## config.mk

```make
export PLATFORM = sky130hd
export DESIGN_NAME = imm_ext_pipe
export DESIGN_NICKNAME = d
export VERILOG_FILES = /design/src/rtl/cpu_pkg.sv /design/src/rtl/imm_ext_core.sv /design/src/rtl/imm_ext_pipe.sv
export SDC_FILE = /design/constraint.sdc
export NUM_CORES = 1
export LEC_CHECK = 0
export CORE_UTILIZATION = 25
export CTS_CLUSTER_DIAMETER = 40
export DETAILED_ROUTE_END_ITERATION = 8
export PLACE_DENSITY = 0.46
export SLEW_MARGIN = 20
export SYNTH_ARGS = -nofsm -noshare
export SYNTH_HDL_FRONTEND = slang
export SYNTH_SLANG_ARGS = --single-unit
export TNS_END_PERCENT = 100
```

## constraint.sdc

```tcl
create_clock -name clk -period 5.9 [get_ports clk]
set_clock_uncertainty 0.1 [all_clocks]
set_input_delay 0.59 -clock clk [delete_from_list [all_inputs] [get_ports clk]]
set_output_delay 0.59 -clock clk [all_outputs]
set_load 0.05 [all_outputs]
```

## src/rtl/cpu_pkg.sv

```systemverilog
// Shared CPU definitions: immediate-extension mode encodings.
package cpu_pkg;

  localparam int unsigned EXT_MODE_W = 2;

  typedef enum logic [EXT_MODE_W-1:0] {
    EXT_SEXT = 2'd0,  // sign-extend
    EXT_ZEXT = 2'd1,  // zero-extend
    EXT_LUI  = 2'd2,  // place in upper bits, zero-fill below
    EXT_BOFS = 2'd3   // sign-extend then shift left by 2 (branch offset)
  } ext_mode_e;

endpackage

```

## src/rtl/imm_ext_core.sv

```systemverilog
// Combinational immediate extender, IN_W -> OUT_W, mode-selected.
// Ports:
//   imm   - raw immediate
//   mode  - extension mode (cpu_pkg::ext_mode_e encoding)
//   ext_c - extended value (combinational)
module imm_ext_core
  import cpu_pkg::*;
#(
  parameter int unsigned IN_W  = 16,
  parameter int unsigned OUT_W = 32
) (
  input  logic [IN_W-1:0]       imm,
  input  logic [EXT_MODE_W-1:0] mode,
  output logic [OUT_W-1:0]      ext_c
);

  localparam int unsigned PAD_W = OUT_W - IN_W;

  logic [OUT_W-1:0] sext_c;

  assign sext_c = {{PAD_W{imm[IN_W-1]}}, imm};

  // Mode select; BOFS drops the top two bits of the sign-extended value.
  always_comb begin
    ext_c = sext_c;
    case (ext_mode_e'(mode))
      EXT_SEXT: ext_c = sext_c;
      EXT_ZEXT: ext_c = {PAD_W'(0), imm};
      EXT_LUI:  ext_c = {imm, PAD_W'(0)};
      EXT_BOFS: ext_c = {sext_c[OUT_W-3:0], 2'b00};
      default:  ext_c = sext_c;
    endcase
  end

endmodule

```

## src/rtl/imm_ext_pipe.sv

```systemverilog
// Registered immediate extender with valid/ready handshake and a two-entry
// skid buffer (main drives outputs, skid absorbs one beat of back-pressure).
// Ports:
//   clk, rst (async, active-high), flush (sync discard of buffered entries)
//   in_valid/in_ready/in_imm/in_mode/in_tag   - upstream handshake
//   out_valid/out_ready/out_imm/out_tag       - downstream handshake
module imm_ext_pipe
  import cpu_pkg::*;
#(
  parameter int unsigned IN_W  = 16,
  parameter int unsigned OUT_W = 32,
  parameter int unsigned TAG_W = 5
) (
  input  logic                  clk,
  input  logic                  rst,
  input  logic                  flush,
  input  logic                  in_valid,
  output logic                  in_ready,
  input  logic [IN_W-1:0]       in_imm,
  input  logic [EXT_MODE_W-1:0] in_mode,
  input  logic [TAG_W-1:0]      in_tag,
  output logic                  out_valid,
  input  logic                  out_ready,
  output logic [OUT_W-1:0]      out_imm,
  output logic [TAG_W-1:0]      out_tag
);

  // BOFS needs two headroom bits above the sign-extended immediate.
  generate
    if (OUT_W < IN_W + 2) begin : g_bad_width
      $error("imm_ext_pipe: OUT_W must be >= IN_W + 2");
    end
  endgenerate

  logic [OUT_W-1:0] ext_c;

  imm_ext_core #(
    .IN_W (IN_W),
    .OUT_W(OUT_W)
  ) u_core (
    .imm  (in_imm),
    .mode (in_mode),
    .ext_c(ext_c)
  );

  logic             main_valid_q, main_valid_d;
  logic             skid_valid_q, skid_valid_d;
  logic [OUT_W-1:0] main_imm_q,   main_imm_d;
  logic [OUT_W-1:0] skid_imm_q,   skid_imm_d;
  logic [TAG_W-1:0] main_tag_q,   main_tag_d;
  logic [TAG_W-1:0] skid_tag_q,   skid_tag_d;

  logic accept_c;
  logic emit_c;

  // in_ready depends on registered state only, never on out_ready.
  assign in_ready  = ~skid_valid_q;
  assign out_valid = main_valid_q;
  assign out_imm   = main_imm_q;
  assign out_tag   = main_tag_q;

  assign accept_c = in_valid & ~skid_valid_q;
  assign emit_c   = main_valid_q & out_ready;

  // Next-state: skid refills main on emit; new data goes to main if it is
  // free this cycle, otherwise to skid. Flush clears occupancy only.
  always_comb begin
    main_valid_d = main_valid_q;
    skid_valid_d = skid_valid_q;
    main_imm_d   = main_imm_q;
    main_tag_d   = main_tag_q;
    skid_imm_d   = skid_imm_q;
    skid_tag_d   = skid_tag_q;

    if (flush) begin
      main_valid_d = 1'b0;
      skid_valid_d = 1'b0;
    end else if (skid_valid_q) begin
      if (emit_c) begin
        main_imm_d   = skid_imm_q;
        main_tag_d   = skid_tag_q;
        skid_valid_d = 1'b0;
      end
    end else if (accept_c) begin
      if (!main_valid_q || emit_c) begin
        main_valid_d = 1'b1;
        main_imm_d   = ext_c;
        main_tag_d   = in_tag;
      end else begin
        skid_valid_d = 1'b1;
        skid_imm_d   = ext_c;
        skid_tag_d   = in_tag;
      end
    end else if (emit_c) begin
      main_valid_d = 1'b0;
    end
  end

  // State registers.
  always_ff @(posedge clk or posedge rst) begin
    if (rst) begin
      main_valid_q <= 1'b0;
      skid_valid_q <= 1'b0;
      main_imm_q   <= '0;
      main_tag_q   <= '0;
      skid_imm_q   <= '0;
      skid_tag_q   <= '0;
    end else begin
      main_valid_q <= main_valid_d;
      skid_valid_q <= skid_valid_d;
      main_imm_q   <= main_imm_d;
      main_tag_q   <= main_tag_d;
      skid_imm_q   <= skid_imm_d;
      skid_tag_q   <= skid_tag_d;
    end
  end

endmodule

```

==> notes.md <==
Notes from the flow run.

Route:
- The run puts the post-detailed-route wirelength per cell at 17.5 um.
- The run gives the sum of routed wire length over all layers as 10800 um.
- The run gives the remaining number of nets flagged by the antenna check after routing as 0.
- The first TritonRoute pass finished after 4 iterations.
- The run puts the average vias per placed instance at 5.01.
- The run gives the initial DRC count as 216.
- The run gives the met3 wire length as 581 um.
- The run gives the routed metal-1 wire length as 5400 um.
- The run puts the total number of vias at 3100.
- The run gives the number of DRC violations after detailed routing as 0.
- After detailed routing, no signal wire sits above met4.
- Detailed routing placed a total of 4770 um of wire on met2.

Power and ir drop:
- The run puts the power in combinational cells at 0.569 mW.
- Sequential cells burn 39.5% of the power.
- For this design the static power due to leakage is 2.09 nW.
- For this design the total switching power over the nets is 0.630 mW.
- The run gives the net switching fraction of the power as 35.2%.
- In this run, power in flip-flops and latches comes to 0.709 mW.
- The group that draws the most power in this run is sequential cells.
- The run gives the cell internal power dissipation as 1.16 mW.
- The run puts the total power after layout at 1.79 mW.
- The run puts the total power divided by cell area at 355 nW/um2.
- The run gives the logic gate share of total power as 31.7%.
- The run puts the worst voltage drop across the vdd grid at 133 uV.
- The run puts the clock power share at 28.7%.

Synthesis:
- The run gives the chip area from the yosys synthesis statistics as 3940 um2.
- The run gives the number of cells in the yosys synthesis report as 356.
- The run gives the number of synthesized flops with an enable pin as 0.
- The run gives the synthesized instance count as 356.
- The run puts the portion of the post-synthesis area used by sequential elements at 48.3%.
- The synthesis report names the predominant flop master as sky130_fd_sc_hd__dfrtp_1.
- The run gives the number of distinct library cell variants in the gate-level netlist after synthesis as 28.
- The run gives the number of synthesized register bits as 76.
- The run gives the async set-reset flop share out of synthesis as 100%.
- During synthesis, Yosys emitted a total of 0 warnings.
- Synthesis produced a netlist with a net count of 384.
- The run gives the average footprint of a synthesized cell as 11.1 um2.
- Before any placement, the netlist area is recorded as 3940 um2.

Layout:
- The run gives the sequential share of cell area as 37.7%.
- The run puts the number of logic gates at 220.
- The run puts the final design instance area without fill at 5050 um2.
- The run puts the number of nets at the end of the flow at 431.
- The run puts the fraction of final layout cells sized beyond drive strength 1 at 18.6%.
- The run gives the sequential cell area in the final layout as 1900 um2.
- The run gives the number of non-clock buffers as 75.
- The run puts the logic area at 1790 um2.
- The run gives the largest contributor to cell area by class as registers.
- By instance count after routing, the leading logic cell types are 76 x sky130_fd_sc_hd__dfrtp_1, 66 x sky130_fd_sc_hd__clkdlybuf4s50_1, 45 x sky130_fd_sc_hd__mux2_2.
- The fraction of final cell area spent on clock buffers and inverters in this run is 5.53%.
- The run puts the inverter count of the layout excluding clock inverters at 21.
- The run puts the utilization of the core after routing at 33.0%.
- The run gives the number of diodes as 0.
- The run puts the number of filler instances in the final layout at 1592.
- The final layout contains a sequential cell count of 76.
- The run puts the fraction of cell area in non-clock buffers at 14.5%.
- The run puts the area overhead of the layout relative to synthesis at 28.2%.

Setup path:
- STA classifies the critical path endpoint as a register.
- Per STA, the library cell used most along the worst path is sky130_fd_sc_hd__buf_4.
- The run puts the critical path's largest stage delay at 0.67 ns.
- The critical path goes through buf_4, mux2i_2, buf_4, or3_1, buf_4, mux2_2.
- The OpenROAD report gives the critical path a data arrival time of 3.10 ns.
- The run puts the data required time of the critical path at 6.02 ns.
- Max fanout on the critical path was recorded as 41.
- Among cell families on the critical path, the largest total delay comes from buffers and inverters.
- The run gives the category of the most critical setup path as register to register.
- STA classifies the critical path startpoint as a register.
- For this design, the slowest cell found on the critical path is sky130_fd_sc_hd__or3_1.
- The run gives the critical path buffer and inverter count as 3.

Global routing:
- The first global-routing pass estimated 17600 um of wire.
- The global routing report lists met2 layer usage as 21.5%.
- met2 is the most crowded layer.
- The run puts the routing usage on met1 at 19.8%.
- The run puts the residual overflow from global routing at 0.
- Entering global routing, the biggest net connects 77 pins.
- The global routing report lists met3 layer usage as 3.02%.
- The run gives the number of antenna violations at the first check in global routing as 0.
- The run puts the number of global-route vias before repair at 3086.
- The run puts the total routing resource utilization after global routing at 14.0%.

Floorplanning:
- The run gives the die extent in y as 128 um.
- The design received a total of 211 well taps at floorplan.
- The run puts the chip area at 16300 um2.
- After floorplanning, the core was divided into 45 placement rows.
- The run puts the placeable core region at 15300 um2.
- The die is 128 um wide.
- The run gives the share of the core filled by cells before placement as 25.7%.

STA:
- The run puts the share of the cycle needed by the critical path after routing at 50.6%.
- Setup slack on the critical path of the routed design comes to 2.92 ns.
- The run gives the worst hold slack as 0.402 ns.
- The run puts the maximum clock frequency at 335 MHz.
- The run puts the worst slew slack as a fraction of its limit at 32.3%.
- The run gives the final period demand of the worst path as 2.98 ns.
- The run gives the final-layout setup total negative slack as 0 ns.
- The run puts the final tally of max-slew violations at 0.
- The run puts the count of endpoints failing hold in the final timing report at 0.
- The run puts the transition at the pin with the smallest max-transition slack at 1.02 ns.
- Setup repair after global routing left no endpoint under its margin.
- Endpoints with negative setup slack in the final report add up to 0.

Job:
- The run puts the count of tool warnings at 26.
- The run gives the max-cap violation count as 0.

Clock tree:
- The run gives the hold-fix buffer count after cts as 0.
- The run puts the clock slew seen by the registers of the worst setup and hold paths at 0.06 ns.
- CTS built an H-tree with a depth of 3.
- The run gives the clock tree from TritonCTS as built.
- The tree is rooted in a sky130_fd_sc_hd__clkbuf_16.
- The report lists the number of cells resized after CTS as 0.
- The run gives the total setup buffers inserted after CTS as 0.
- The run puts the maximum number of buffers from clock root to sink at 2.

Worst hold path:
- The path class of the tightest hold or removal check is register to register.

Placement:
- The run gives the final estimated routing congestion in global placement as 0.691.
- The run gives the worst setup slack after placement as 2.61 ns.
- The run gives the HPWL after detailed placement as 6760 um.
- The placement stage leaves a total instance area of 4760 um2.
- The run puts the placed cell count at 603.

Run status:
- The flow ran to the end, and the final reports show no timing, DRC or antenna violations.
[worst paths after layout]
check / startpoint / to / slack [ns] / depth (start not counted)
max: skid_valid_q$_DFF_PP0_ / out_tag[0]$_DFFE_PP0P_ / 2.92 / 6
max in group asynchronous: rst / out_imm[24]$_DFFE_PP0P_ / 4.53 / 3
min: out_imm[3]$_DFFE_PP0P_ / out_imm[3]$_DFFE_PP0P_ / 0.40 / 2
min reg2reg: out_imm[3]$_DFFE_PP0P_ / out_imm[3]$_DFFE_PP0P_ / 0.40 / 2
max reg2reg: skid_valid_q$_DFF_PP0_ / out_tag[0]$_DFFE_PP0P_ / 2.92 / 6
min in group asynchronous: rst / out_imm[6]$_DFFE_PP0P_ / 0.68 / 3
[synth_stat cells (3+ instances only)]
cell type	n	area share, %
sky130_fd_sc_hd__a2111oi_0	15	3.3
sky130_fd_sc_hd__a21oi_1	3	0.38
sky130_fd_sc_hd__a221oi_1	13	2.9
sky130_fd_sc_hd__a22o_1	28	6.2
sky130_fd_sc_hd__buf_1	3	0.29
sky130_fd_sc_hd__buf_2	4	0.51
sky130_fd_sc_hd__buf_4	4	0.76
sky130_fd_sc_hd__clkbuf_1	26	2.5
sky130_fd_sc_hd__dfrtp_1	76	48
sky130_fd_sc_hd__inv_1	19	1.8
sky130_fd_sc_hd__mux2_2	45	13
sky130_fd_sc_hd__mux2i_1	20	5.1
sky130_fd_sc_hd__nor2_1	14	1.3
sky130_fd_sc_hd__nor2b_1	4	0.64
sky130_fd_sc_hd__o21ai_0	33	4.2
sky130_fd_sc_hd__o31ai_1	31	5.9
[cells by family after synthesis]
kind of cell           share of synthesized area, %
AOI/OAI and AO/OA                              23.8
buffers and inverters                          6.61
DFF                                            48.3
muxes                                          18.0
and+or+nand+nor                                3.30
Figure 1. Selected gate families.
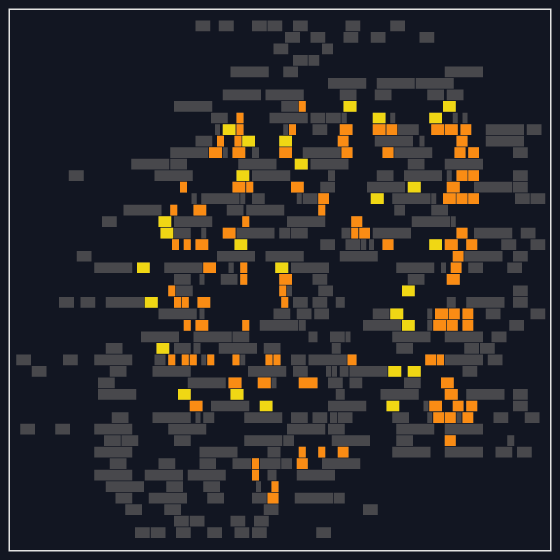
yellow -> AND-OR and OR-AND gates  # cells 28
orange -> inverting AOI/OAI gates  # cells 100
most frequent logic cell in the layout: sky130_fd_sc_hd__dfrtp_1
logic share of the area: 35.5%
final cell count without fillers: 619

Figure 2. Metal layers overlaid.
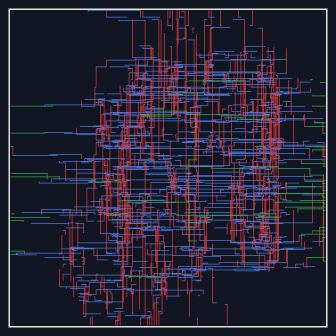
red -> met2  # wire length 4770 um
orange -> met4  # wire length 85.7 um
green -> met3  # wire length 581 um
blue -> met1  # wire length 5400 um

Figure 3. Nets reached from selected ports.
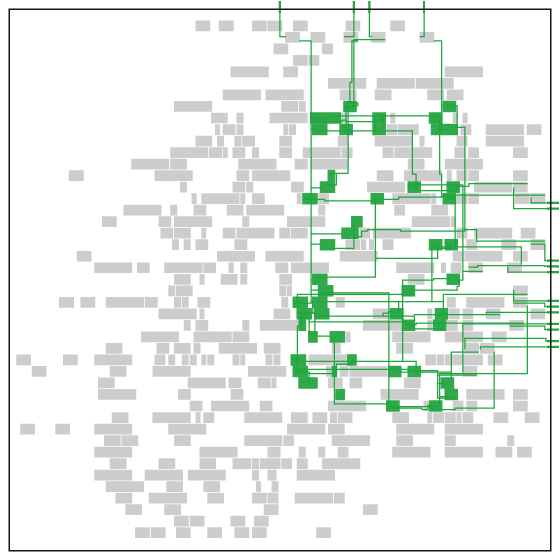
green -> in_imm  # bits 16, direction input, edge 12 right, 4 top, end cells 51, wire 1430 um
IO Pins: 67
number of buffers inserted by port buffering: 66

Figure 4. Clock distribution.
Bar = 50 um.
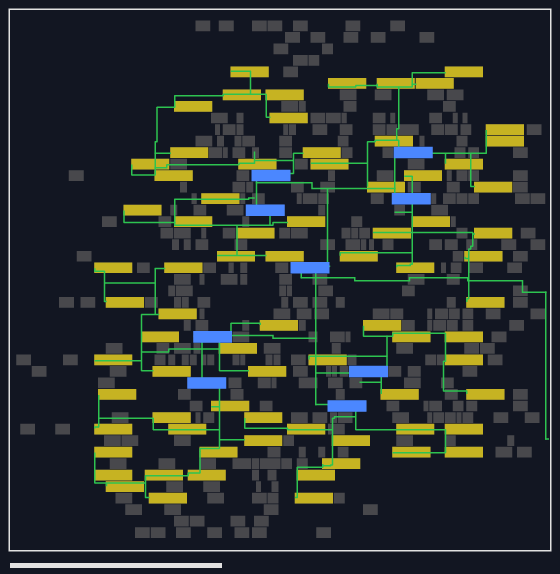
blue -> cells driving clock nets  # count 9
green -> clock wires  # length 1090 um
yellow -> flip-flops  # count 76
flops lie = spread over the die

Figure 5. Clock wiring as the flow saved it.
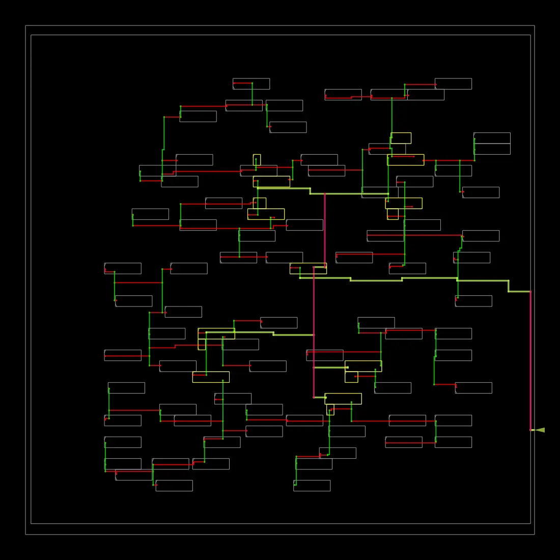
clock buf count: 10
clock network power consumption: 0.515 mW
Clk Latency, worst-skew pair: 0.33 ns
cts bufs inserted: 9
TritonCTS Sinks: 76

Power and IR drop assume default switching activity.
